===== src/rtl/prog_loader_pkg.sv =====
`default_nettype none
// ============================================================================
// Module      : prog_loader_pkg
// Description : Shared constants, state encoding and cache-target codes for
//               the serial program loader.
// Revision    : 1.0 - initial release
// ============================================================================
package prog_loader_pkg;

  // Default frame geometry and inter-frame idle time
  localparam int DEF_ADDR_W  = 4;
  localparam int DEF_DATA_W  = 8;
  localparam int DEF_FRAME_W = DEF_ADDR_W + DEF_DATA_W;
  localparam int DEF_GAP_CYC = 2;

  // Loader state encoding
  typedef enum logic [2:0] {
    ST_IDLE  = 3'd0,
    ST_SHIFT = 3'd1,
    ST_TAIL  = 3'd2,
    ST_GAP   = 3'd3,
    ST_RUN   = 3'd4
  } state_e;

  // Frame target select: which chip select carries the frame
  localparam logic TGT_ICACHE = 1'b0;
  localparam logic TGT_DCACHE = 1'b1;

endpackage : prog_loader_pkg
`default_nettype wire


===== src/rtl/prog_loader_piso_shifter.sv =====
`default_nettype none
// ============================================================================
// Module      : prog_loader_piso_shifter
// Description : Parallel-load, LSB-first serializer with a bit counter and a
//               flag marking the last bit of the word.
// Revision    : 1.0 - initial release
// ============================================================================
module prog_loader_piso_shifter #(
  parameter int W = 12
) (
  input  logic         clk,
  input  logic         rst,
  input  logic         load_i,
  input  logic [W-1:0] data_i,
  input  logic         shift_i,
  output logic         bit_o,
  output logic         last_o
);

  localparam int CW = (W > 1) ? $clog2(W) : 1;

  logic [W-1:0]  sreg_q;
  logic [CW-1:0] cnt_q;

  // Load the word, then move one bit toward the LSB per shift step
  always_ff @(posedge clk) begin
    if (rst) begin
      sreg_q <= '0;
      cnt_q  <= '0;
    end else if (load_i) begin
      sreg_q <= data_i;
      cnt_q  <= '0;
    end else if (shift_i) begin
      sreg_q <= {1'b0, sreg_q[W-1:1]};
      cnt_q  <= cnt_q + 1'b1;
    end
  end

  assign bit_o  = sreg_q[0];
  assign last_o = (cnt_q == CW'(W - 1));

endmodule : prog_loader_piso_shifter
`default_nettype wire


===== src/rtl/prog_loader.sv =====
`default_nettype none
// ============================================================================
// Module      : prog_loader
// Description : Host-side master for the processor serial load port. Takes
//               address/data frames over valid/ready, serializes them onto
//               csi/csd/mosi and gates execution through en_proc.
//               Optional macro PROG_LOADER_AUTORUN_EN: a frame flagged last
//               starts execution automatically after its gap.
// Revision    : 1.0 - initial release
// ============================================================================
module prog_loader
  import prog_loader_pkg::*;
#(
  parameter int ADDR_W  = DEF_ADDR_W,
  parameter int DATA_W  = DEF_DATA_W,
  parameter int GAP_CYC = DEF_GAP_CYC
) (
  input  logic              clk,
  input  logic              rst,
  input  logic              frm_valid_in,
  output logic              frm_ready_out,
  input  logic [ADDR_W-1:0] frm_addr_in,
  input  logic [DATA_W-1:0] frm_data_in,
  input  logic              frm_tgt_in,
  input  logic              frm_last_in,
  input  logic              run_in,
  output logic              csi_out,
  output logic              csd_out,
  output logic              mosi_out,
  output logic              en_proc_out,
  output logic              busy_out,
  output logic [4:0]        frames_sent_out
);

  localparam int FRAME_W = ADDR_W + DATA_W;
  localparam int GW      = (GAP_CYC > 1) ? $clog2(GAP_CYC) : 1;

  state_e        state_q, state_d;
  logic [GW-1:0] gap_q, gap_d;
  logic          tgt_q, tgt_d;
  logic          csi_q, csi_d, csd_q, csd_d, mosi_q, mosi_d;
  logic          en_q, en_d, busy_q, busy_d;
  logic [4:0]    frames_q, frames_d;
  logic          w_accept, w_bit, w_last, w_shift;

`ifdef PROG_LOADER_AUTORUN_EN
  logic          last_q, last_d;
  logic          run_prev_q;
`else
  logic          w_unused_last;
  assign w_unused_last = frm_last_in;
`endif

  assign frm_ready_out = (state_q == ST_IDLE) & ~rst;
  assign w_accept      = frm_valid_in & frm_ready_out;
  assign w_shift       = (state_q == ST_SHIFT);

  prog_loader_piso_shifter #(.W(FRAME_W)) u_piso (
    .clk    (clk),
    .rst    (rst),
    .load_i (w_accept),
    .data_i ({frm_data_in, frm_addr_in}),
    .shift_i(w_shift),
    .bit_o  (w_bit),
    .last_o (w_last)
  );

  // Next state plus next values of the registered outputs
  always_comb begin
    state_d  = state_q;
    gap_d    = gap_q;
    tgt_d    = tgt_q;
    frames_d = frames_q;
`ifdef PROG_LOADER_AUTORUN_EN
    last_d   = last_q;
`endif
    case (state_q)
      ST_IDLE: begin
        if (w_accept) begin
          tgt_d   = frm_tgt_in;
          state_d = ST_SHIFT;
`ifdef PROG_LOADER_AUTORUN_EN
          last_d  = frm_last_in;
`endif
        end else if (run_in) begin
          state_d = ST_RUN;
        end
      end
      ST_SHIFT: if (w_last) state_d = ST_TAIL;
      ST_TAIL: begin
        state_d  = ST_GAP;
        gap_d    = '0;
        frames_d = (frames_q == 5'd31) ? frames_q : frames_q + 5'd1;
      end
      ST_GAP: begin
        if (gap_q == GW'(GAP_CYC - 1)) begin
`ifdef PROG_LOADER_AUTORUN_EN
          state_d = last_q ? ST_RUN : ST_IDLE;
`else
          state_d = ST_IDLE;
`endif
        end else begin
          gap_d = gap_q + 1'b1;
        end
      end
      ST_RUN: begin
`ifdef PROG_LOADER_AUTORUN_EN
        // A pending frame or a falling run request ends execution
        if (frm_valid_in || (run_prev_q && !run_in)) state_d = ST_IDLE;
`else
        if (!run_in) state_d = ST_IDLE;
`endif
      end
      default: state_d = ST_IDLE;
    endcase

    // Selected chip select is low only while shifting; the frame bits lag
    // cs by one cycle, so mosi shows the shifter LSB of the previous cycle.
    csi_d  = ~((state_d == ST_SHIFT) && (tgt_d == TGT_ICACHE));
    csd_d  = ~((state_d == ST_SHIFT) && (tgt_d == TGT_DCACHE));
    mosi_d = (state_q == ST_SHIFT) ? w_bit : 1'b0;
    en_d   = (state_d == ST_RUN);
    busy_d = (state_d != ST_IDLE);
  end

  // State and registered-output update with synchronous reset
  always_ff @(posedge clk) begin
    if (rst) begin
      state_q  <= ST_IDLE;
      gap_q    <= '0;
      tgt_q    <= TGT_ICACHE;
      csi_q    <= 1'b1;
      csd_q    <= 1'b1;
      mosi_q   <= 1'b0;
      en_q     <= 1'b0;
      busy_q   <= 1'b0;
      frames_q <= '0;
    end else begin
      state_q  <= state_d;
      gap_q    <= gap_d;
      tgt_q    <= tgt_d;
      csi_q    <= csi_d;
      csd_q    <= csd_d;
      mosi_q   <= mosi_d;
      en_q     <= en_d;
      busy_q   <= busy_d;
      frames_q <= frames_d;
    end
  end

`ifdef PROG_LOADER_AUTORUN_EN
  // Last-frame flag and run request history for edge detection
  always_ff @(posedge clk) begin
    if (rst) begin
      last_q     <= 1'b0;
      run_prev_q <= 1'b0;
    end else begin
      last_q     <= last_d;
      run_prev_q <= run_in;
    end
  end
`endif

  assign csi_out         = csi_q;
  assign csd_out         = csd_q;
  assign mosi_out        = mosi_q;
  assign en_proc_out     = en_q;
  assign busy_out        = busy_q;
  assign frames_sent_out = frames_q;

endmodule : prog_loader
`default_nettype wire


===== config.mk =====
export PLATFORM = sky130hd
export DESIGN_NAME = prog_loader
export DESIGN_NICKNAME = d
export VERILOG_FILES = /design/src/rtl/prog_loader_pkg.sv /design/src/rtl/prog_loader_piso_shifter.sv /design/src/rtl/prog_loader.sv
export SDC_FILE = /design/constraint.sdc
export NUM_CORES = 1
export LEC_CHECK = 0
export ABC_AREA = 1
export CAP_MARGIN = 20
export CELL_PAD_IN_SITES_DETAIL_PLACEMENT = 0
export CELL_PAD_IN_SITES_GLOBAL_PLACEMENT = 1
export CORE_ASPECT_RATIO = 0.7
export CORE_MARGIN = 8
export CORE_UTILIZATION = 35
export CTS_CLUSTER_SIZE = 14
export DETAILED_ROUTE_END_ITERATION = 8
export HOLD_SLACK_MARGIN = 0.02
export PLACE_DENSITY_LB_ADDON = 0.1
export RECOVER_POWER = 100
export SKIP_LAST_GASP = 1
export SYNTH_ARGS = -nofsm -noshare
export SYNTH_HDL_FRONTEND = slang
export SYNTH_SLANG_ARGS = --single-unit

===== constraint.sdc =====
create_clock -name clk -period 1.55 [get_ports clk]
set_input_delay 0.2325 -clock clk [delete_from_list [all_inputs] [get_ports clk]]
set_output_delay 0.2325 -clock clk [all_outputs]
set_load 0.005 [all_outputs]

Register map, names as in the netlist:
The bar under the picture is 20 µm long. Other sequential cells in the stronger grey, the rest of the logic in the fainter grey.
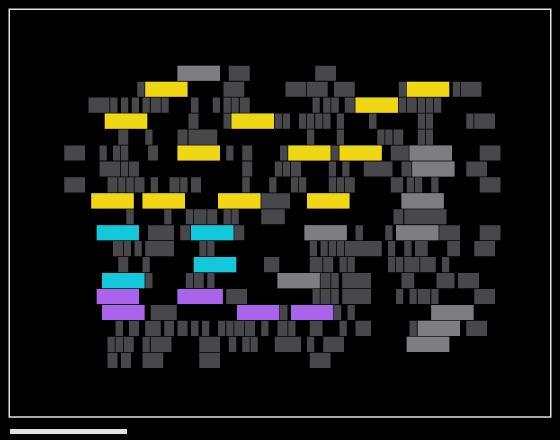
Yellow shows `u_piso.sreg_q`, sequential cells 12. Cyan shows `u_piso.cnt_q`, sequential cells 4. Purple shows `frames_sent_out`, sequential cells 5.
power in sequential cells: 0.847 mW
Layout Utilization: 47.6%
Flop area: 622 µm²

Wiring by layer:
The bar under the picture is 20 µm long. Two of the layers only.
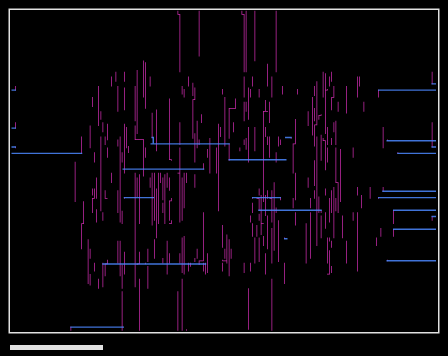
Magenta shows met2, wire length 1270 µm. Blue shows met3, wire length 209 µm.
gr usage total: 10.6%
drt total wl: 3210 µm
vias: 1289
DR WL/cell: 11.1 µm

==> results.toml <==
# flow metrics
[status]
status = "finished clean"

[yosys]
ff_type = "dfxtp_1"
mux_area_share_pct = 0
ys_sh_adder_pct = 2.65
syn_avg_cell_area_um2 = 6.99
top_cells_by_count = "nor2_1, inv_1, dfxtp_1, nand2_1, a21oi_1"
topCellsByArea = "dfxtp_1, nor2_1, inv_1"
synth.yosys.warnings = 0
synth_cell_type_count = 22
synth_seq_share_pct = 43.7
ys_cells = 203
top_cell_area_share_pct = 43.7
syn_inst = 203
synthTopLogicFamily = "simple AND/OR/NAND/NOR gates"

[global_route]
antenna_found_initial = 0
grt_pass1_wl_um = 5500
first_global_vias = 1189

[pwr]
ir_worst_vdd_uv = 365
total_power_mw = 1.69
p_per_area_nw_per_um2 = 913
p_seq_share_pct = 50.0

[floorplan]
core_um2 = 3900
pin_count = 29

[route]
routed_via_density = 4.46
drt_iter0_drc = 45
dr.pass1.iters = 4

[placement]
placed_cell_area_um2 = 1770
globalplace.congestion = 0.725

[setup_path]
crit_chain = "buf_4, clkdlybuf4s50_1"
rr_startpoint = "frames_sent_out[1]"
cp-endpoint = "frames_sent_out[0]"
crit_type = "flop to output pin"
end_kind = "output pin"
crit_path_top_delay_cell = "clkdlybuf4s50_1"
r2r_slack_ns = 0.17
startpoint_type = "flop"

[min_path]
min-delay-start = "u_piso.sreg_q[0]"

[final_timing]
slew_viol_final = 0
finClkSkew_ns = 0.00431
period_needed_ns = 1.45
final.setup.tns_ns = 0
fmax_mhz = 688
fin_ws_ns = 0.0966

[final_layout]
finalNonFillerCells = 289
final_cell_mix = "nor2_1, inv_1, nand2_1, dfxtp_1, clkdlybuf4s50_1"

[clock_tree]
cts_tree = "done"
clock_latency_ns = 0.28

[flow_run]
warnings = 27
[flip-flops by register name, indices dropped and copies added (netlist names)]
register         flops
u_piso.sreg_q       12
frames_sent_out      5
u_piso.cnt_q         4
state_q              3
busy_out             1
csd_out              1
csi_out              1
en_proc_out          1
gap_q                1
mosi_out             1
tgt_q                1
[what timing repair did]
item	in CTS	in global routing
setup endpoints to repair	1	5
hold buffers	0	0
gates cloned	0	0
resized	1	2
[cell type report]
type	count	area, µm²	share of cell area (%)
sequential	31	622	33.5
timing repair buffer	33	327	17.6
clock inverter	1	5.00	0.270
inverter	37	139	7.48
multi-input combinational	129	616	33.2
clock buffer	6	82.6	4.45
tap	52	65.1	3.51
Power and IR drop assume default switching activity.
